**config.mk**
```make
export PLATFORM = sky130hd
export DESIGN_NAME = mem_dump_tx
export DESIGN_NICKNAME = d
export VERILOG_FILES = /design/src/rtl/mem_dump_tx.sv
export SDC_FILE = /design/constraint.sdc
export NUM_CORES = 1
export LEC_CHECK = 0
export CAP_MARGIN = 20
export CORE_MARGIN = 10
export CORE_UTILIZATION = 40
export DETAILED_ROUTE_END_ITERATION = 8
export PLACE_DENSITY_LB_ADDON = 0.05
export REMOVE_ABC_BUFFERS = 1
export SYNTH_ARGS = -nofsm -noshare
export SYNTH_HDL_FRONTEND = slang
export SYNTH_SLANG_ARGS = --single-unit
```
**constraint.sdc**
```tcl
create_clock -name clk -period 3.99 [get_ports clk]
set_input_delay 0.5985 -clock clk [delete_from_list [all_inputs] [get_ports clk]]
set_output_delay 0.5985 -clock clk [all_outputs]
set_load 0.05 [all_outputs]
```
**src/rtl/mem_dump_tx.sv**
```systemverilog
// mem_dump_tx: walks data RAM words 0..NUM_WORDS-1 and sends each as four UART 8N1 bytes,
// most-significant byte first, on a single tx line.
module mem_dump_tx #(
  parameter int NUM_WORDS    = 64,
  parameter int ADDR_W       = 8,
  parameter int CLKS_PER_BIT = 868
) (
  input  logic              clk,
  input  logic              rst,
  input  logic              start,
  output logic [ADDR_W-1:0] mem_addr,
  input  logic [31:0]       mem_rdata,
  output logic              tx,
  output logic              busy,
  output logic              done
);
  localparam int BW = $clog2(CLKS_PER_BIT);
  localparam logic [BW-1:0] BAUD_MAX = BW'(CLKS_PER_BIT - 1);
  localparam logic [ADDR_W-1:0] LAST = ADDR_W'(NUM_WORDS - 1);
  typedef enum logic [2:0] {IDLE, LOAD, START, DATA, STOP, DONE} state_t;
  state_t state_q, state_d;
  logic [BW-1:0] baud_q, baud_d;
  logic [2:0] bit_idx_q, bit_idx_d;
  logic [1:0] byte_idx_q, byte_idx_d;
  logic [ADDR_W-1:0] word_idx_q, word_idx_d;
  logic [31:0] word_q, word_d;
  logic [7:0] shift_q, shift_d;
  logic [7:0] cur_byte;
  logic start_q, tx_q, tx_d, busy_q, busy_d, done_q, done_d;
  logic baud_end, in_frame;
  assign baud_end = baud_q == BAUD_MAX;
  assign in_frame = state_q inside {START, DATA, STOP};
  assign cur_byte = word_q[{~byte_idx_q, 3'b000} +: 8];
  assign mem_addr = word_idx_q;
  assign tx = tx_q;
  assign busy = busy_q;
  assign done = done_q;
  always_comb begin
    state_d = state_q;
    word_idx_d = word_idx_q;
    word_d = word_q;
    byte_idx_d = byte_idx_q;
    bit_idx_d = bit_idx_q;
    shift_d = shift_q;
    baud_d = in_frame && !baud_end ? baud_q + 1'b1 : '0;
    case (state_q)
      IDLE: if (start_q) begin
        state_d = LOAD;
        word_idx_d = '0;
      end
      LOAD: begin
        word_d = mem_rdata;
        byte_idx_d = '0;
        state_d = START;
      end
      START: if (baud_end) begin
        state_d = DATA;
        shift_d = cur_byte;
        bit_idx_d = '0;
      end
      DATA: if (baud_end) begin
        shift_d = shift_q >> 1;
        bit_idx_d = bit_idx_q + 1'b1;
        state_d = bit_idx_q == 3'd7 ? STOP : DATA;
      end
      STOP: if (baud_end) begin
        if (byte_idx_q != 2'd3) begin
          byte_idx_d = byte_idx_q + 1'b1;
          state_d = START;
        end else if (word_idx_q != LAST) begin
          word_idx_d = word_idx_q + 1'b1;
          state_d = LOAD;
        end else begin
          state_d = DONE;
        end
      end
      DONE: begin
        state_d = IDLE;
        word_idx_d = '0;
      end
      default: state_d = IDLE;
    endcase
    // outputs are registered from the next state so they line up with it
    tx_d = state_d == START ? 1'b0 : state_d == DATA ? shift_d[0] : 1'b1;
    busy_d = state_d != IDLE;
    done_d = state_d == DONE;
  end
  // start is registered once before IDLE looks at it, giving LOAD one cycle after the sampling edge
  always_ff @(posedge clk or negedge rst) begin
    if (!rst) begin
      state_q <= IDLE;
      baud_q <= '0;
      bit_idx_q <= '0;
      byte_idx_q <= '0;
      word_idx_q <= '0;
      word_q <= '0;
      shift_q <= '0;
      start_q <= 1'b0;
      tx_q <= 1'b1;
      busy_q <= 1'b0;
      done_q <= 1'b0;
    end else begin
      state_q <= state_d;
      baud_q <= baud_d;
      bit_idx_q <= bit_idx_d;
      byte_idx_q <= byte_idx_d;
      word_idx_q <= word_idx_d;
      word_q <= word_d;
      shift_q <= shift_d;
      start_q <= start;
      tx_q <= tx_d;
      busy_q <= busy_d;
      done_q <= done_d;
    end
  end
endmodule

```
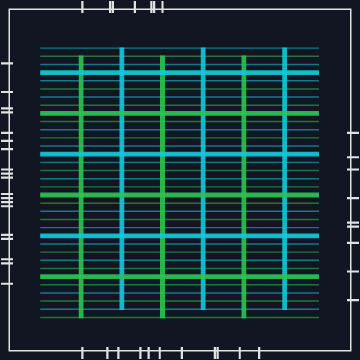
Fig. 1. Floorplan with the power grid (run 1).
Drawn at 3 px/um. Pins as bars on the die edge.
[VDD] cyan
[VSS] green
met1 rails: 34
met4 straps: 6

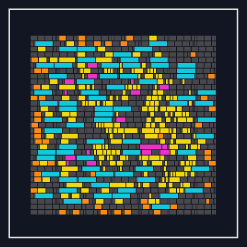
Fig. 2. Placed cells, one color a class (run 1).
Drawn at 2 px/um. Fill, decap, tap and diode cells in gray.
[combinational and other logic] yellow | cells: 205 | share of their area: 41%
[clock drivers and dummy loads] magenta | cells: 16 | share of their area: 4.7%
[other buffers and delay cells] orange | cells: 48 | share of their area: 11%
[flops] cyan | cells: 70 | share of their area: 43%

==> reports/qor.csv, run 1 <==
stage,metric,value,unit
status,status,completed,
logic_synthesis,avgSynthCellArea,12.0,um2
clocking,htreeDepth,3,
finish,buffers,48,
global_route,grt-ovfl-total,0,
finish,nNetsFinal,374,
clocking,postCtsHoldBufs,0,
placed_design,io_buffers,45,
finish,clk_share,4.58,%
placed_design,hpwl,4.89,mm
power,p_sw_share,27.4,%
die,dieArea,0.0128,mm2
finish,dominant-cell-class,registers,
finish,synthToLayoutAreaGrowth,20.6,%
worst_setup_path,reg2reg_depth,4,
clocking,path_clk_slew,70,ps
drt,drt-total-wl,6.95,mm
logic_synthesis,top_logic_kind,multiplexers,
logic_synthesis,edf_count,0,
finish,num-multi-input-gates,196,
timing,whs,358,ps
timing,rsz0062_at_grt,no,
clocking,clock_latency,340,ps
finish,top_regs,"word_q (32), baud_q (10)",
logic_synthesis,synthMuxAreaShare,20.1,%
finish,diodes,0,
clocking,post_cts_buffers,0,
power,power-top-group,registers,
logic_synthesis,yosysWarningCount,0,
finish,seq_cells,70,
min_path,min_path_type,input port to async pin,
clocking,root_buffer,clkbuf_8,
power,p_leak,1.74,nW
global_route,grt_pass1_vias,2452,
finish,top_register,word_q,
power,internal_power,1.33,mW
logic_synthesis,synthTopCellsByArea,"dfrtp_1, mux2_2, mux2i_1",
finish,largest_reg_flops,32,
drt,highest_layer,met4,
timing,slew_headroom,43.8,%
timing,slew_viol_final,0,
logic_synthesis,fa_ha_area_share,1.79,%
logic_synthesis,synth_cells,291,
placed_design,routabilityCongestion,0.757,
timing,layout_setup_ws,1540,ps
worst_setup_path,cp-start-kind,register,
clocking,cts.sinks,70,
worst_setup_path,worstPathRequired,4240,ps
clocking,clockBufferDepth,2,
drt,dr_wl_met2,3.28,mm
logic_synthesis,yosysTopAreaCellShare,49.5,%
worst_setup_path,crit_buf_inv,0,
logic_synthesis,ys_sh_aoi,6.64,%
power,peakVddDrop,273,uV
global_route,antenna_found_initial,0,
logic_synthesis,ys_cells,291,
placed_design,post_dp_cell_area,0.00401,mm2
finish,drive_above_1_share,21.5,%
worst_setup_path,rrSetupSlack,1540,ps
global_route,use_met3,4.07,%
timing,fin_crit,2450,ps
run,warning_count,25,
worst_setup_path,cpPeakStageDelay,840,ps
finish,sh_seq_area,41.7,%
placed_design,post-place-ws,1560,ps
drt,met3WireLength,336,um
worst_setup_path,critical_path.endpoint_type,register,
finish,n_fill_cell,747,
drt,drtPass1Iterations,4,
logic_synthesis,synth_cell_type_count,52,
drt,drtAntennaViolNets,0,
global_route,grt_start_max_net_pins,39,
drt,via_per_inst,5.28,
finish,buf_share,11.1,%
power,power_frac_clock,30.4,%
logic_synthesis,common_cells,"dfrtp_1, mux2_2, nand2_1, mux2i_1, nor2_1",
clocking,cts_buffers,9,
finish,fin_cells,444,
finish,final_cell_mix,"dfrtp_1, clkdlybuf4s50_1, mux2_2",
global_route,track_usage,11.1,%
timing,fmax,409,MHz
timing,fin_skew,10.7,ps
power,p_switching,0.503,mW
finish,utilization,50.4,%
logic_synthesis,xor_area_share,2.01,%
die,rows,33,
logic_synthesis,synth.most_common_cell,dfrtp_1,
logic_synthesis,synthArstFlopShare,100,%
worst_setup_path,critPathLaunch,state_q[1],
logic_synthesis,flop_cell,dfrtp_1,
worst_setup_path,path_delay_family,simple AND/OR/NAND/NOR gates,
power,powerSeq,0.936,mW
drt,wl_met1,3.20,mm
finish,comb_area,0.00163,mm2
timing,tns,0,ps
clocking,cts_tree,done,
logic_synthesis,syn-cell-area,0.00349,mm2
worst_setup_path,worstPathCellList,nor2b_1 > nand4_1 > a32oi_1 > o21ai_0,
logic_synthesis,seq_area_frac_synth,50.3,%
power,p_comb,0.342,mW
drt,drtIter0Drc,91,
logic_synthesis,synth-seq-cells,70,
power,totalPowerFinal,1.84,mW
worst_setup_path,critPathArrivalTime,2700,ps
worst_setup_path,crit_type,register to register,
worst_setup_path,crit_slowest_cell,dfrtp_1,
timing,setup_viol,0,
timing,hold_viol,0,
power,p_per_area,437,mW/mm2
die,fp.dieW,113,um
die,fp.dieH,113,um
logic_synthesis,ys_area,0.00349,mm2
timing,tightest_slew,843,ps
worst_setup_path,reg2reg_from,state_q[1],
drt,drc,0,
global_route,gr-usage-met1,13.4,%
placed_design,dp_cells,428,
die,core,0.00834,mm2
logic_synthesis,ys_sh_simple,16.0,%
worst_setup_path,crit_path_end,tx,
finish,finalInstanceArea,0.00421,mm2
global_route,grt_pass1_wl,11.7,mm
die,tap_cells,105,
timing,layout_worst_path_cycle_share,61.3,%
finish,num-nonclk-inverters,9,
power,power_frac_seq,51.0,%
finish,final_common_cell,dfrtp_1,
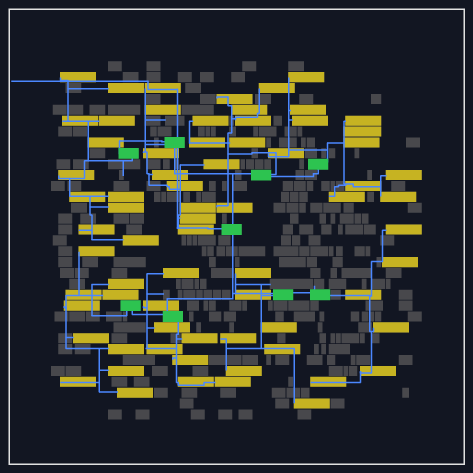
Fig. 3. Clock wires, drivers and flops (run 1).
Drawn at 4 px/um.
[flip-flops] yellow | count: 70
[clock drivers] green | count: 9
[clock wires] blue | length: 920 um
routed clock nets: 10

## Run 2: what changed since run 1
clock period = 2.4 ns   (was 3.99 ns; I/O delays follow)
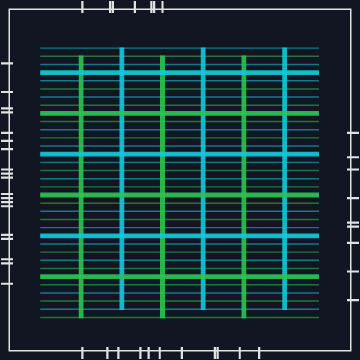
Fig. 4. Floorplan with the power grid (run 2).
Drawn at 3 px/um. Pins as bars on the die edge.
[VSS] green
[VDD] cyan
met4 straps: 6
rows: 33

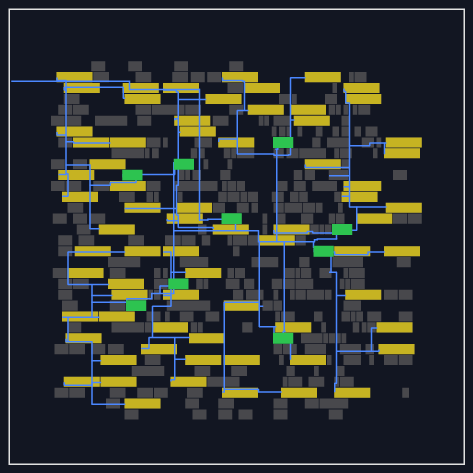
Fig. 5. Clock wires, drivers and flops (run 2).
Drawn at 4 px/um.
[flip-flops] yellow | count: 70
[clock wires] blue | length: 960 um
[clock drivers] green | count: 9
flops lie: widely spread
routed clock nets: 10

==> run 2 against run 1 <==
Effect of this change:
- wire length fell by 0.84%
- combinational power rose by 76%
- sequential power rose by 63%
- synthesized cell count did not move
- largest cell class unchanged
- final area rose by 2.2%
- worst setup slack got worse by 1200 ps
- global-route usage rose by 0.48 points
- count of clock-buffer cells in the layout fell by 2
- final cell count rose by 0.90%
- critical path depth fell by 3
- flip-flop count did not move
- via count fell by 1.7%
==> reports/qor.csv, run 2 <==
stage,metric,value,unit,change
clocking,clockBufferDepth,2,,unchanged
timing,layout_setup_ws,382,ps,-1160 ps
clocking,post_cts_buffers,0,,unchanged
worst_setup_path,cp-start-kind,register,,
global_route,grt-ovfl-total,0,,unchanged
logic_synthesis,fa_ha_area_share,1.79,%,unchanged
power,powerSeq,1.53,mW,+63%
placed_design,post-place-ws,480,ps,-1080 ps
power,p_sw_share,27.0,%,-0.38 points
finish,final_common_cell,dfrtp_1,,
logic_synthesis,ys_area,0.00349,mm2,unchanged
logic_synthesis,ys_sh_aoi,6.64,%,unchanged
clocking,cts_buffers,9,,unchanged
die,tap_cells,105,,unchanged
timing,fmax,496,MHz,
finish,largest_reg_flops,32,,unchanged
finish,synthToLayoutAreaGrowth,23.3,%,
worst_setup_path,crit_type,register to primary output,,
status,status,completed,,
logic_synthesis,flop_cell,dfrtp_1,,
logic_synthesis,avgSynthCellArea,12.0,um2,unchanged
logic_synthesis,syn-cell-area,0.00349,mm2,unchanged
finish,buf_share,12.3,%,+1.2 points
clocking,htreeDepth,3,,unchanged
power,p_switching,0.863,mW,+71%
power,p_per_area,743,mW/mm2,+70%
power,power_frac_seq,47.9,%,-3.1 points
timing,fin_skew,10.3,ps,-0.405 ps
placed_design,post_dp_cell_area,0.00408,mm2,+1.6%
global_route,use_met3,3.54,%,-0.53 points
finish,top_register,word_q,,
timing,tns,0,ps,unchanged
drt,drtPass1Iterations,4,,unchanged
finish,utilization,51.5,%,+1.1 points
timing,slew_headroom,56.7,%,+13 points
drt,drtAntennaViolNets,0,,unchanged
logic_synthesis,ys_cells,291,,unchanged
min_path,min_path_type,input port to async pin,,
die,rows,33,,unchanged
worst_setup_path,rrSetupSlack,480,ps,-1060 ps
finish,finalInstanceArea,0.00430,mm2,+2.2%
finish,n_fill_cell,773,,+3.5%
timing,hold_viol,0,,unchanged
worst_setup_path,path_delay_family,buffers and inverters,,
logic_synthesis,top_logic_kind,multiplexers,,
placed_design,dp_cells,433,,+1.2%
global_route,grt_pass1_wl,12.3,mm,+4.7%
finish,num-multi-input-gates,196,,unchanged
drt,via_per_inst,5.15,,-2.6%
timing,fin_crit,2020,ps,
clocking,cts_tree,done,,
logic_synthesis,seq_area_frac_synth,50.3,%,unchanged
drt,met3WireLength,350,um,+4.2%
global_route,track_usage,11.6,%,+0.48 points
global_route,antenna_found_initial,0,,unchanged
finish,dominant-cell-class,registers,,
clocking,cts_resized,0,,
drt,dr_wl_met2,3.15,mm,-3.9%
worst_setup_path,crit_buf_inv,1,,+1
timing,whs,36.8,ps,-321 ps
drt,wl_met1,3.28,mm,+2.3%
worst_setup_path,crit_slowest_cell,clkdlybuf4s50_1,,
logic_synthesis,synth_cells,291,,unchanged
power,internal_power,2.33,mW,+75%
drt,drt-total-wl,6.89,mm,-0.84%
worst_setup_path,critPathArrivalTime,1660,ps,-1040 ps
worst_setup_path,reg2reg_from,baud_q[0],,
logic_synthesis,synth_cell_type_count,52,,unchanged
timing,rsz0062_at_grt,no,,
power,p_leak,1.78,nW,+2.3%
logic_synthesis,xor_area_share,2.01,%,unchanged
power,power-top-group,registers,,
die,fp.dieH,113,um,unchanged
logic_synthesis,synthArstFlopShare,100,%,unchanged
finish,buffers,53,,+10%
finish,comb_area,0.00163,mm2,unchanged
power,power_frac_clock,33.3,%,+2.9 points
power,totalPowerFinal,3.19,mW,+74%
finish,sh_seq_area,40.8,%,-0.89 points
clocking,cts.sinks,70,,unchanged
logic_synthesis,edf_count,0,,unchanged
finish,num-nonclk-inverters,9,,unchanged
run,warning_count,25,,unchanged
logic_synthesis,synth.most_common_cell,dfrtp_1,,
clocking,clock_latency,350,ps,about the same
die,io_pins,46,,
die,dieArea,0.0128,mm2,unchanged
finish,seq_cells,70,,unchanged
finish,diodes,0,,unchanged
finish,nNetsFinal,379,,+1.3%
logic_synthesis,yosysTopAreaCellShare,49.5,%,unchanged
power,p_comb,0.602,mW,+76%
logic_synthesis,synthMuxAreaShare,20.1,%,unchanged
worst_setup_path,crit_path_end,tx,,
logic_synthesis,ys_sh_simple,16.0,%,unchanged
worst_setup_path,worstPathCellList,clkdlybuf4s50_1,,
power,peakVddDrop,409,uV,+50%
drt,highest_layer,met4,,
worst_setup_path,cpPeakStageDelay,790,ps,-50 ps
timing,slew_viol_final,0,,unchanged
global_route,grt_pass1_vias,2426,,-1.1%
clocking,root_buffer,clkbuf_8,,
worst_setup_path,reg2reg_depth,5,,+1
die,fp.dieW,113,um,unchanged
global_route,grt_start_max_net_pins,44,,+13%
die,core,0.00834,mm2,unchanged
placed_design,io_buffers,45,,unchanged
logic_synthesis,synth-seq-cells,70,,unchanged
timing,tightest_slew,649,ps,-193 ps
finish,drive_above_1_share,23.0,%,+1.5 points
timing,layout_worst_path_cycle_share,84.1,%,
clocking,postCtsHoldBufs,0,,unchanged
finish,final_cell_mix,"dfrtp_1, clkdlybuf4s50_1, mux2_2",,
placed_design,hpwl,4.91,mm,+0.55%
global_route,gr-usage-met1,14.9,%,+1.5 points
logic_synthesis,synthTopCellsByArea,"dfrtp_1, mux2_2, mux2i_1",,
Fig. 6: run 2, placed cells, one color a class
Drawn at 2 px/um. Fill, decap, tap and diode cells in gray.
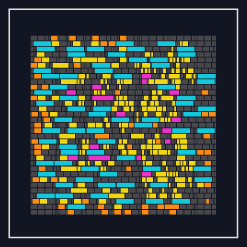

## Run 3: what changed since run 2
clock period = 1.78 ns   (was 2.4 ns; I/O delays follow)
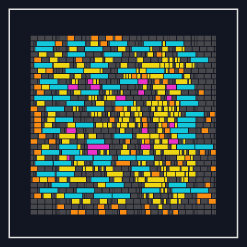
Fig. 7. Placed cells, one color a class (run 3).
Drawn at 2 px/um. Fill, decap, tap and diode cells in gray.
[flops] cyan | cells: 70 | share of their area: 40%
[combinational and other logic] yellow | cells: 206 | share of their area: 40%
[clock drivers and dummy loads] magenta | cells: 16 | share of their area: 4.6%
[other buffers and delay cells] orange | cells: 71 | share of their area: 15%

==> run 3 against run 2 <==
Effect of this change:
- via count up 6.9%
- worst setup slack worse by 300 ps
- sequential share of layout area down 1.6 points
- final cell count up 4.5%
- power up 36%
- global-route usage down 0.39 points
- critical path depth up 4
- wire length up 3.4%
- register-to-register slack worse by 400 ps
- non-clock buffer count up 18
- critical endpoint is now mem_addr[0]
- highest routed layer unchanged
==> reports/qor.csv, run 3 <==
stage,metric,value,unit,change
global_route,track_usage,11.2,%,-0.39 points
logic_synthesis,fa_ha_area_share,1.79,%,unchanged
finish,diodes,0,,unchanged
finish,nNetsFinal,398,,+5.0%
logic_synthesis,ys_sh_simple,16.0,%,unchanged
power,clk-power,1.28,mW,
finish,regArea,0.00175,mm2,
clocking,htreeDepth,3,,unchanged
placed_design,post-place-ws,22.7,ps,-457 ps
drt,drc,0,,
global_route,use_met3,4.12,%,+0.58 points
finish,finalInstanceArea,0.00447,mm2,+4.0%
logic_synthesis,yosysWarningCount,0,,
power,p_sw_share,28.5,%,+1.5 points
clocking,post_cts_buffers,0,,unchanged
logic_synthesis,synthArstFlopShare,100,%,unchanged
clocking,clockBufferDepth,2,,unchanged
logic_synthesis,synthMuxAreaShare,20.1,%,unchanged
logic_synthesis,synthTopCellsByArea,"dfrtp_1, mux2_2, mux2i_1",,
worst_setup_path,cpPeakStageDelay,410,ps,-380 ps
worst_setup_path,crit_type,register to register,,
timing,fmax,589,MHz,
logic_synthesis,ys_area,0.00349,mm2,unchanged
timing,tightest_slew,396,ps,-253 ps
global_route,grt.busiest_layer,met2,,
die,fp_util,41.8,%,
clocking,cts_buffers,9,,unchanged
drt,wl_met1,3.27,mm,about the same
drt,drtAntennaViolNets,0,,unchanged
drt,drtPass1Iterations,4,,unchanged
worst_setup_path,path_depth,5,,
global_route,antenna_found_initial,0,,unchanged
power,p_comb,1.01,mW,+68%
timing,layout_worst_path_cycle_share,95.4,%,
finish,top_register,word_q,,
worst_setup_path,reg2reg_depth,5,,unchanged
worst_setup_path,critPathLaunch,baud_q[1],,
clocking,cts.sinks,70,,unchanged
logic_synthesis,seq_area_frac_synth,50.3,%,unchanged
worst_setup_path,r2r_end,mem_addr[0],,
die,core,0.00834,mm2,unchanged
drt,post_drt_wl_per_cell,15.2,um,
min_path,min_path_cells,1,,
power,power-top-group,registers,,
die,fp.dieH,113,um,unchanged
drt,highest_layer,met4,,
drt,met3WireLength,359,um,+2.6%
logic_synthesis,synth-seq-cells,70,,unchanged
global_route,grt-ovfl-total,0,,unchanged
placed_design,hpwl,4.88,mm,-0.68%
finish,num-multi-input-gates,197,,+0.51%
die,fp.dieW,113,um,unchanged
placed_design,dp_cells,447,,+3.2%
clocking,cts_tree,done,,
logic_synthesis,ys_cells,291,,unchanged
power,power_frac_seq,47.3,%,-0.6 points
power,p_switching,1.24,mW,+44%
power,totalPowerFinal,4.34,mW,+36%
logic_synthesis,synth_cells,291,,unchanged
run,maxCapViolations,0,,
timing,hold_viol,0,,unchanged
drt,drtIter0Drc,82,,
finish,synthToLayoutAreaGrowth,28.2,%,
logic_synthesis,common_cells,"dfrtp_1, mux2_2, nand2_1, mux2i_1, nor2_1",,
worst_setup_path,critPathArrivalTime,1930,ps,+270 ps
worst_setup_path,crit_slowest_cell,dfrtp_1,,
global_route,grt_start_max_net_pins,71,,+61%
power,p_leak,1.91,nW,+7.0%
clocking,root_buffer,clkbuf_8,,
global_route,grt_pass1_vias,2481,,+2.3%
logic_synthesis,top_area_cell,dfrtp_1,,
worst_setup_path,path_delay_family,simple AND/OR/NAND/NOR gates,,
timing,fin_skew,8.21,ps,-2.11 ps
logic_synthesis,yosysTopAreaCellShare,49.5,%,unchanged
worst_setup_path,crit_path_end,mem_addr[0],,
logic_synthesis,xor_area_share,2.01,%,unchanged
min_path,min_path_type,input port to register,,
logic_synthesis,avgSynthCellArea,12.0,um2,unchanged
finish,clkbuf_count,10,,
finish,buf_share,14.5,%,+2.2 points
worst_setup_path,worstPathCellList,ha_4 > nor3b_4 > nand3_4 > o31ai_4 > mux2_1,,
power,power_frac_clock,29.4,%,-3.9 points
run,warning_count,25,,unchanged
drt,drt-total-wl,7.12,mm,+3.4%
finish,top_regs,"word_q (32), baud_q (10)",,
timing,setup_viol,0,,
timing,slew_viol_final,0,,unchanged
finish,buffers,71,,+34%
finish,fin_cells,468,,
worst_setup_path,rrSetupSlack,80,ps,-400 ps
finish,num-nonclk-inverters,9,,unchanged
logic_synthesis,edf_count,0,,unchanged
finish,drive_above_1_share,30.6,%,+7.5 points
logic_synthesis,syn-cell-area,0.00349,mm2,unchanged
finish,comb_area,0.00170,mm2,+4.8%
power,internal_power,3.10,mW,+33%
logic_synthesis,synth_cell_type_count,52,,unchanged
timing,whs,381,ps,+344 ps
finish,final_cell_mix,"dfrtp_1, clkdlybuf4s50_1, mux2_2, buf_4, nand2_1",,
status,status,completed,,
global_route,gr-usage-met1,14.3,%,-0.57 points
power,combPwrFrac,23.3,%,
min_path,whs_endpoint,start_q,,
placed_design,io_buffers,45,,unchanged
power,p_per_area,971,mW/mm2,+31%
die,io_pins,46,,unchanged
placed_design,routabilityCongestion,0.764,,
worst_setup_path,critical_path.max_fanout,5,,
clocking,path_clk_slew,80,ps,
global_route,gr-usage-met2,17.9,%,
worst_setup_path,reg2reg_from,baud_q[1],,
clocking,postCtsHoldBufs,1,,+1
finish,clk_share,4.42,%,
worst_setup_path,crit_buf_inv,0,,-1
global_route,grt_pass1_wl,12.1,mm,-1.8%
timing,fin_crit,1700,ps,
timing,tns,0,ps,unchanged
die,tap_cells,105,,unchanged
clocking,cts_resized,0,,unchanged
drt,dr_wl_met2,3.41,mm,+8.3%
clocking,clock_latency,340,ps,about the same
worst_setup_path,cp-start-kind,register,,
drt,vias,2464,,
power,peakVddDrop,477,uV,+17%
finish,largest_reg_flops,32,,unchanged
logic_synthesis,synth.most_common_cell,dfrtp_1,,
timing,slew_headroom,73.6,%,+17 points
logic_synthesis,flop_cell,dfrtp_1,,
timing,layout_setup_ws,82.3,ps,-300 ps
logic_synthesis,top_logic_kind,multiplexers,,
logic_synthesis,ys_sh_aoi,6.64,%,unchanged
finish,utilization,53.6,%,+2.1 points
placed_design,post_dp_cell_area,0.00415,mm2,+1.9%
power,powerSeq,2.05,mW,+34%
finish,n_fill_cell,760,,-1.7%
finish,final_common_cell,dfrtp_1,,
finish,dominant-cell-class,registers,,
die,dieArea,0.0128,mm2,unchanged
worst_setup_path,critical_path.endpoint_type,register,,
drt,via_per_inst,5.26,,+2.3%
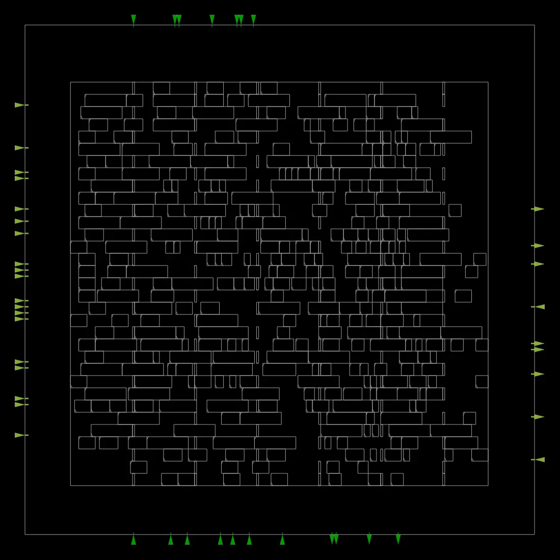
Fig. 8. Placed standard cells (run 3).
flip-flop and latch count: 70
Std-Cell Rows: 33
Seq/total area: 39.2%


==> layout pictures side by side <==
Routed metal, one color a layer.
Drawn at 3 px/um. Two of the layers only.
panel A
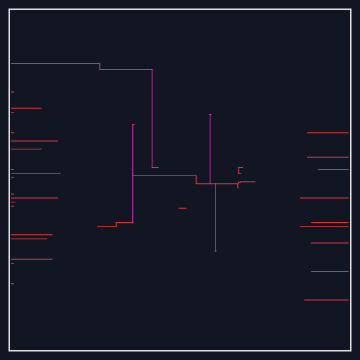
panel B
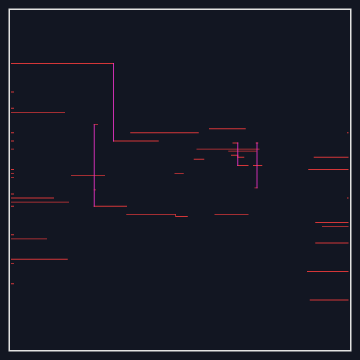
run 2: panel A
run 3: panel B

Key to panel A:
[metal 3] red | wire length: 350 um
[metal 4] magenta | wire length: 111 um

Power is estimated from default activity; no workload was simulated.
